==> src/rtl/vec_add_sat_acc_pkg.sv <==
// Shared definitions for the saturating vector adder/accumulator:
// operation encodings and the signed saturation limits for a given width.
package vec_add_pkg;

  typedef enum logic [1:0] {
    MODE_ADD  = 2'd0,
    MODE_SUB  = 2'd1,
    MODE_ACC  = 2'd2,
    MODE_LOAD = 2'd3
  } mode_e;

  // Largest representable value of a dw-bit two's complement number.
  function automatic longint sat_max(input int dw);
    return (64'sd1 <<< (dw - 1)) - 64'sd1;
  endfunction

  // Most negative representable value of a dw-bit two's complement number.
  function automatic longint sat_min(input int dw);
    return -(64'sd1 <<< (dw - 1));
  endfunction

endpackage

==> src/rtl/vec_add_sat_acc_if.sv <==
// Input and result stream of the vector adder, grouped as one bundle.
// The slave modport is the datapath's view, master the producer/consumer's.
interface vec_add_sat_acc_if #(
  parameter int LANES = 16,
  parameter int DW    = 16
) ();
  import vec_add_pkg::*;

  logic                  in_valid;
  logic                  in_ready;
  mode_e                 mode;
  logic [LANES*DW-1:0]   a;
  logic [LANES*DW-1:0]   b;
  logic                  out_valid;
  logic                  out_ready;
  logic [LANES*DW-1:0]   sum;
  logic [LANES-1:0]      sat;

  modport slave (
    input  in_valid, mode, a, b, out_ready,
    output in_ready, out_valid, sum, sat
  );

  modport master (
    output in_valid, mode, a, b, out_ready,
    input  in_ready, out_valid, sum, sat
  );

endinterface

==> src/rtl/vec_add_sat_acc_lane.sv <==
// One lane: signed add or subtract at full DW+1 precision, then clip back
// to DW bits. sat flags that clipping happened.
module vec_add_lane
  import vec_add_pkg::*;
#(
  parameter int DW = 16
) (
  input  logic [DW-1:0] x,
  input  logic [DW-1:0] y,
  input  logic          sub,
  output logic [DW-1:0] r,
  output logic          sat
);

  localparam logic [DW-1:0] POS_LIM = DW'(sat_max(DW));
  localparam logic [DW-1:0] NEG_LIM = DW'(sat_min(DW));

  logic signed [DW:0] x_ext_s;
  logic signed [DW:0] y_ext_s;
  logic signed [DW:0] full_s;

  // Widen by one bit so the raw result never wraps; a mismatch between the
  // top two bits then means it does not fit in DW bits and must be clipped.
  always_comb begin
    x_ext_s = $signed({x[DW-1], x});
    y_ext_s = $signed({y[DW-1], y});
    if (sub) begin
      full_s = x_ext_s - y_ext_s;
    end else begin
      full_s = x_ext_s + y_ext_s;
    end
    if (full_s[DW] != full_s[DW-1]) begin
      sat = 1'b1;
      r   = full_s[DW] ? NEG_LIM : POS_LIM;
    end else begin
      sat = 1'b0;
      r   = full_s[DW-1:0];
    end
  end

endmodule

==> src/rtl/vec_add_sat_acc.sv <==
// LANES-wide saturating add / subtract / accumulate with a one-stage
// registered valid/ready output. The per-lane accumulator is updated in the
// same edge a beat is accepted, so back-to-back ACC beats chain directly.
module vec_add_sat_acc
  import vec_add_pkg::*;
#(
  parameter int LANES = 16,
  parameter int DW    = 16
) (
  input logic              clk,
  input logic              rst,
  vec_add_sat_acc_if.slave bus
);

  logic [LANES*DW-1:0] acc_r;
  logic [LANES*DW-1:0] sum_r;
  logic [LANES-1:0]    sat_r;
  logic                out_valid_r;

  logic [LANES*DW-1:0] lane_x_s;
  logic [LANES*DW-1:0] lane_y_s;
  logic                lane_sub_s;
  logic [LANES*DW-1:0] res_s;
  logic [LANES-1:0]    res_sat_s;
  logic                in_xfer_s;
  logic                acc_wr_s;

  // The stage can take a beat when it is empty or its result leaves now.
  assign bus.in_ready = !out_valid_r || bus.out_ready;
  assign in_xfer_s    = bus.in_valid && bus.in_ready;
  assign acc_wr_s     = (bus.mode == MODE_ACC) || (bus.mode == MODE_LOAD);

  // Map every mode onto the lane adder: LOAD is a + 0, so it never clips.
  always_comb begin
    lane_x_s   = bus.a;
    lane_y_s   = bus.b;
    lane_sub_s = 1'b0;
    case (bus.mode)
      MODE_ADD: begin
        lane_x_s   = bus.a;
        lane_y_s   = bus.b;
        lane_sub_s = 1'b0;
      end
      MODE_SUB: begin
        lane_x_s   = bus.a;
        lane_y_s   = bus.b;
        lane_sub_s = 1'b1;
      end
      MODE_ACC: begin
        lane_x_s   = acc_r;
        lane_y_s   = bus.a;
        lane_sub_s = 1'b0;
      end
      MODE_LOAD: begin
        lane_x_s   = bus.a;
        lane_y_s   = '0;
        lane_sub_s = 1'b0;
      end
      default: begin
        lane_x_s   = bus.a;
        lane_y_s   = bus.b;
        lane_sub_s = 1'b0;
      end
    endcase
  end

  for (genvar i = 0; i < LANES; i++) begin : g_lane
    vec_add_lane #(.DW(DW)) u_lane (
      .x   (lane_x_s[i*DW +: DW]),
      .y   (lane_y_s[i*DW +: DW]),
      .sub (lane_sub_s),
      .r   (res_s[i*DW +: DW]),
      .sat (res_sat_s[i])
    );
  end

  // Output register, accumulator and valid flag; a stall holds everything.
  always_ff @(posedge clk) begin
    if (rst) begin
      out_valid_r <= 1'b0;
      sum_r       <= '0;
      sat_r       <= '0;
      acc_r       <= '0;
    end else if (in_xfer_s) begin
      out_valid_r <= 1'b1;
      sum_r       <= res_s;
      sat_r       <= res_sat_s;
      if (acc_wr_s) begin
        acc_r <= res_s;
      end else begin
        acc_r <= acc_r;
      end
    end else if (out_valid_r && bus.out_ready) begin
      out_valid_r <= 1'b0;
    end else begin
      out_valid_r <= out_valid_r;
    end
  end

  assign bus.out_valid = out_valid_r;
  assign bus.sum       = sum_r;
  assign bus.sat       = sat_r;

endmodule

==> src/flat_wrapper.sv <==
// flat-port wrapper written by rule: the top's interface ports become plain ports
module vec_add_sat_acc_flat import vec_add_pkg::*;
#(
  parameter int LANES = 16,
  parameter int DW    = 16
)
  (clk, rst, bus_in_valid, bus_mode, bus_a, bus_b, bus_out_ready, bus_in_ready, bus_out_valid, bus_sum, bus_sat);
  vec_add_sat_acc_if #(.LANES(LANES), .DW(DW)) bus_i ();
  input logic clk;
  input logic rst;
  input wire logic [$bits(bus_i.in_valid)-1:0] bus_in_valid;
  input wire logic [$bits(bus_i.mode)-1:0] bus_mode;
  input wire logic [$bits(bus_i.a)-1:0] bus_a;
  input wire logic [$bits(bus_i.b)-1:0] bus_b;
  input wire logic [$bits(bus_i.out_ready)-1:0] bus_out_ready;
  output wire logic [$bits(bus_i.in_ready)-1:0] bus_in_ready;
  output wire logic [$bits(bus_i.out_valid)-1:0] bus_out_valid;
  output wire logic [$bits(bus_i.sum)-1:0] bus_sum;
  output wire logic [$bits(bus_i.sat)-1:0] bus_sat;
  assign bus_i.in_valid = bus_in_valid;
  assign bus_i.mode = bus_mode;
  assign bus_i.a = bus_a;
  assign bus_i.b = bus_b;
  assign bus_i.out_ready = bus_out_ready;
  assign bus_in_ready = bus_i.in_ready;
  assign bus_out_valid = bus_i.out_valid;
  assign bus_sum = bus_i.sum;
  assign bus_sat = bus_i.sat;
  vec_add_sat_acc #(.LANES(LANES), .DW(DW)) u_core (.clk(clk), .rst(rst), .bus(bus_i));
endmodule
==> config.mk <==
export PLATFORM = sky130hd
export DESIGN_NAME = vec_add_sat_acc_flat
export DESIGN_NICKNAME = d
export VERILOG_FILES = /design/src/rtl/vec_add_sat_acc_pkg.sv /design/src/rtl/vec_add_sat_acc_if.sv /design/src/rtl/vec_add_sat_acc_lane.sv /design/src/rtl/vec_add_sat_acc.sv /design/src/flat_wrapper.sv
export SDC_FILE = /design/constraint.sdc
export NUM_CORES = 2
export LEC_CHECK = 0
export ABC_AREA = 0
export CAP_MARGIN = 25
export CORE_ASPECT_RATIO = 0.7
export CORE_MARGIN = 5
export CORE_UTILIZATION = 55
export CTS_CLUSTER_SIZE = 25
export DETAILED_ROUTE_END_ITERATION = 6
export PLACE_DENSITY = 0.89
export SETUP_SLACK_MARGIN = 0.5
export SYNTH_ARGS = -nofsm -noshare
export SYNTH_HDL_FRONTEND = slang
export SYNTH_HIERARCHICAL = 1
export SYNTH_SLANG_ARGS = --single-unit
==> constraint.sdc <==
create_clock -name clk -period 22.9 [get_ports clk]
set_input_delay 4.58 -clock clk [delete_from_list [all_inputs] [get_ports clk]]
set_output_delay 4.58 -clock clk [all_outputs]
set_load 0.01 [all_outputs]
I/O nets highlighted:
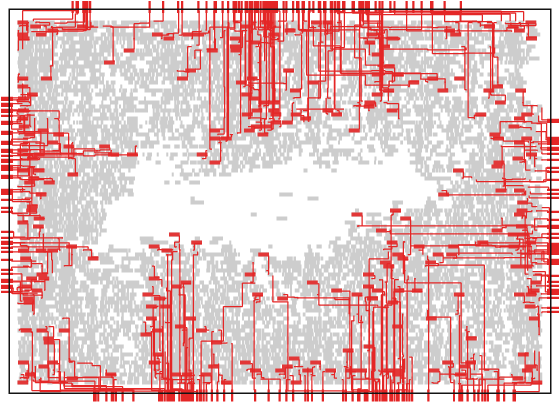
colour	port	direction	end cells	buffers	wire
red	`bus_sum`	output	256	256	15800 µm

Gate families picked out:
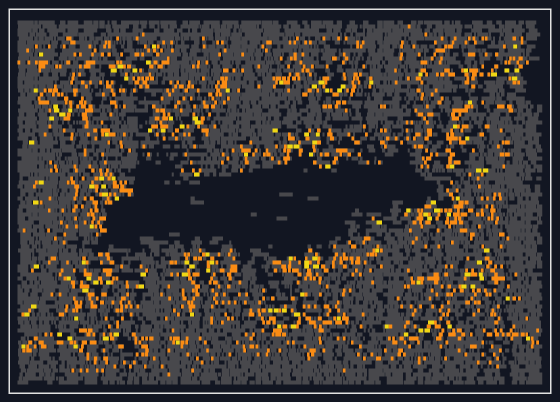
colour	family	cells	most used	where
yellow	non-inverting ao/oa cells	125	a21o_1	spread over the die
orange	aoi and oai cells	1294	a21oi_1	spread over the die

Routed clock nets over the placement:
The bar under the picture is 100 µm long.
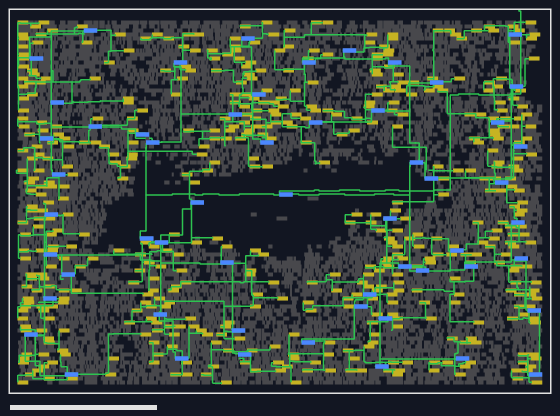
[green] clock wires | length: 8250 µm
[yellow] flip-flops | count: 529
[blue] clock drivers | count: 56
flops lie	spread over the die
power in the clock group: 0.00101 W
share of power burned in the clock network: 0.226
later-pin clock latency in the skew report: 0.63 ns

Routed metal, one colour a layer:
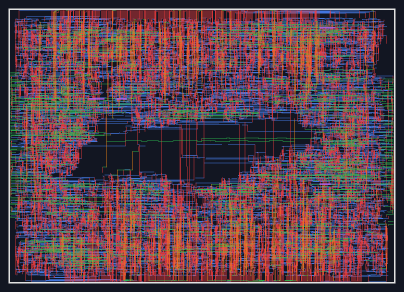
colour	layer	wire length
blue	metal 1	74.2 mm
green	metal 3	17500 µm
orange	metal 4	9570 µm
purple	metal 5	45.1 µm
red	metal 2	74.4 mm
via count: 50.3k
average detailed-routed wire length per instance: 20.8 µm
total length of routed wires: 176000 µm
GRT Total Usage: 0.343

Clock routing:
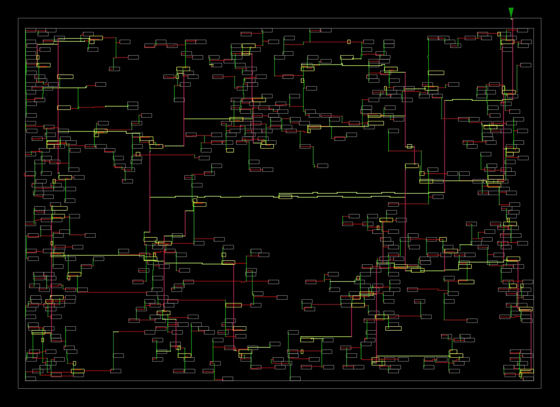
count of clock buffers in the final design: 75
clock tree skew after final layout: 0.0193 ns
CTS buffer count: 56
number of sinks driven by the clock tree: 529

==> results.rst <==
Run summary
-----------

.. list-table::
   :header-rows: 1

   * - Metric
     - Value
   * - Run status
     - complete, no violations
   * - Standard-cell row count
     - 91
   * - Sum of overflow across all layers after global routing
     - 0
   * - Leading register cell type out of synthesis
     - dfxtp_1
   * - Endpoint of the most critical setup path
     - u_core/bus.sum[161]
   * - Parity-gate share of the synthesized area counting xor and xnor cells
     - 0.0778
   * - Post-CTS setup buffer count
     - 0
   * - Sum of met3 wire segment lengths after detailed routing
     - 17500 µm
   * - Power per standard cell area
     - 76.0 nW/µm²
   * - Library cell used as clock root buffer
     - clkbuf_16
   * - Count of instantiated cells in the yosys netlist
     - 6656
   * - Most numerous cell types in the synthesized netlist
     - nand2_1, nand2b_1, dfxtp_1, mux2i_1, a21oi_1
   * - Non-clk bufs
     - 827
   * - Final routed DRC violation total
     - 0
   * - Storage element area
     - 10600 µm²
   * - Chip area line of the yosys report
     - 49100 µm²
   * - Met2 routing resource usage after global routing
     - 0.517
   * - Synthesis-to-finish area growth
     - 19.9%
   * - Worst-margin pin slew
     - 1.38 ns
   * - Number of nets with antenna violations after routing
     - 0
   * - Non-Clock Buffer Area Fraction
     - 0.140
   * - Max Transition Viols Final
     - 0
   * - Largest stage delay, worst path
     - 1.04 ns
   * - Clock tree from TritonCTS
     - done
   * - Number of distinct standard cells referenced by the synthesized netlist
     - 63
   * - Number of antenna violations at the first check in global routing
     - 26
   * - Required time of the worst setup path
     - 23.34 ns
   * - Effective utilization at floorplan
     - 0.556
   * - Register-to-Register Setup Slack
     - 19.01 ns
   * - Final standard cell count with taps included and fillers excluded
     - 8430
   * - Worst reg2reg startpoint
     - u_core/acc_r[240]
   * - Leading cell category by total area
     - combinational gates
   * - Clock Path Buffers
     - 3
   * - Critical-path maximum fanout
     - 113
   * - Area fraction in full adders, half adders and majority gates
     - 0.0868
   * - Count of flip-flops and latches
     - 529
   * - Detail Placement HPWL
     - 133000 µm
   * - Cells traversed along the worst timing path
     - clkbuf_8 > nor2b_4 > buf_4 > buf_4 > buf_4 > nand2_1 > o21ai_0 > inv_1 > ha_1 > nor4b_2 > and3_1 > a31oi_1 > xnor2_1 > ha_1 > a21oi_1 > o21ai_0 > a31o_2 > or3_1 > a22oi_1 > a21oi_1 > nand2b_1 > mux2i_1
   * - Hold WC Path Type
     - reg -> reg
   * - Buf+Inv Stages, Crit Path
     - 5
   * - Average cell area after synthesis
     - 7.38 µm²
   * - Sequential logic power
     - 0.00121 W
   * - Max-capacitance violation count
     - 0
   * - LEAKAGE
     - 25.1 nW
   * - Routed vias/inst
     - 5.96
   * - Worst R2R End
     - u_core/acc_r[245]
   * - Ant diodes
     - 23
   * - Combinational Gates
     - 5324
   * - Met1 capacity usage during global routing
     - 0.463
   * - Final setup vio count
     - 0
   * - Endpoints failing hold
     - 0
   * - Hold path startpoint
     - u_core/acc_r[147]
   * - Synth async-reset ratio
     - 0
   * - Clock buf/inv share
     - 0.0336
   * - Met3 layer usage reported by global route
     - 0.0762
   * - Area fraction in and, or, nand and nor cells after synthesis
     - 0.264
   * - Post-synth top area cell
     - dfxtp_1
   * - Nets
     - 8003
   * - Logic cell area
     - 34900 µm²
   * - Ao+oa area frac
     - 0.173
   * - FF-to-FF path depth
     - 14
   * - Top layer used by detailed routing
     - met5
   * - Wire length of the first global-routing pass
     - 266000 µm
   * - Worst slack at placement
     - 10.68 ns
   * - Non-clock inverter instance count of the final layout
     - 459
   * - Endpoint of the worst hold-timing path
     - u_core/acc_r[147]
   * - Most frequently placed logic cells in the final layout
     - nand2_1, nand2b_1, clkdlybuf4s50_1, mux2i_1, dfxtp_1
   * - Final Power
     - 0.00448 W
   * - Count of hold buffers inserted by post-cts repair
     - 0
   * - Fill cell instance count of the final layout
     - 7275
   * - Sw Ratio
     - 0.408
   * - Boundary Pins
     - 792
   * - GPL Wtd Cong
     - 1.02
   * - TAP cells
     - 1162
   * - Post-synth seq share
     - 0.216
No activity file was given, so power comes from the tool's default toggle rates.
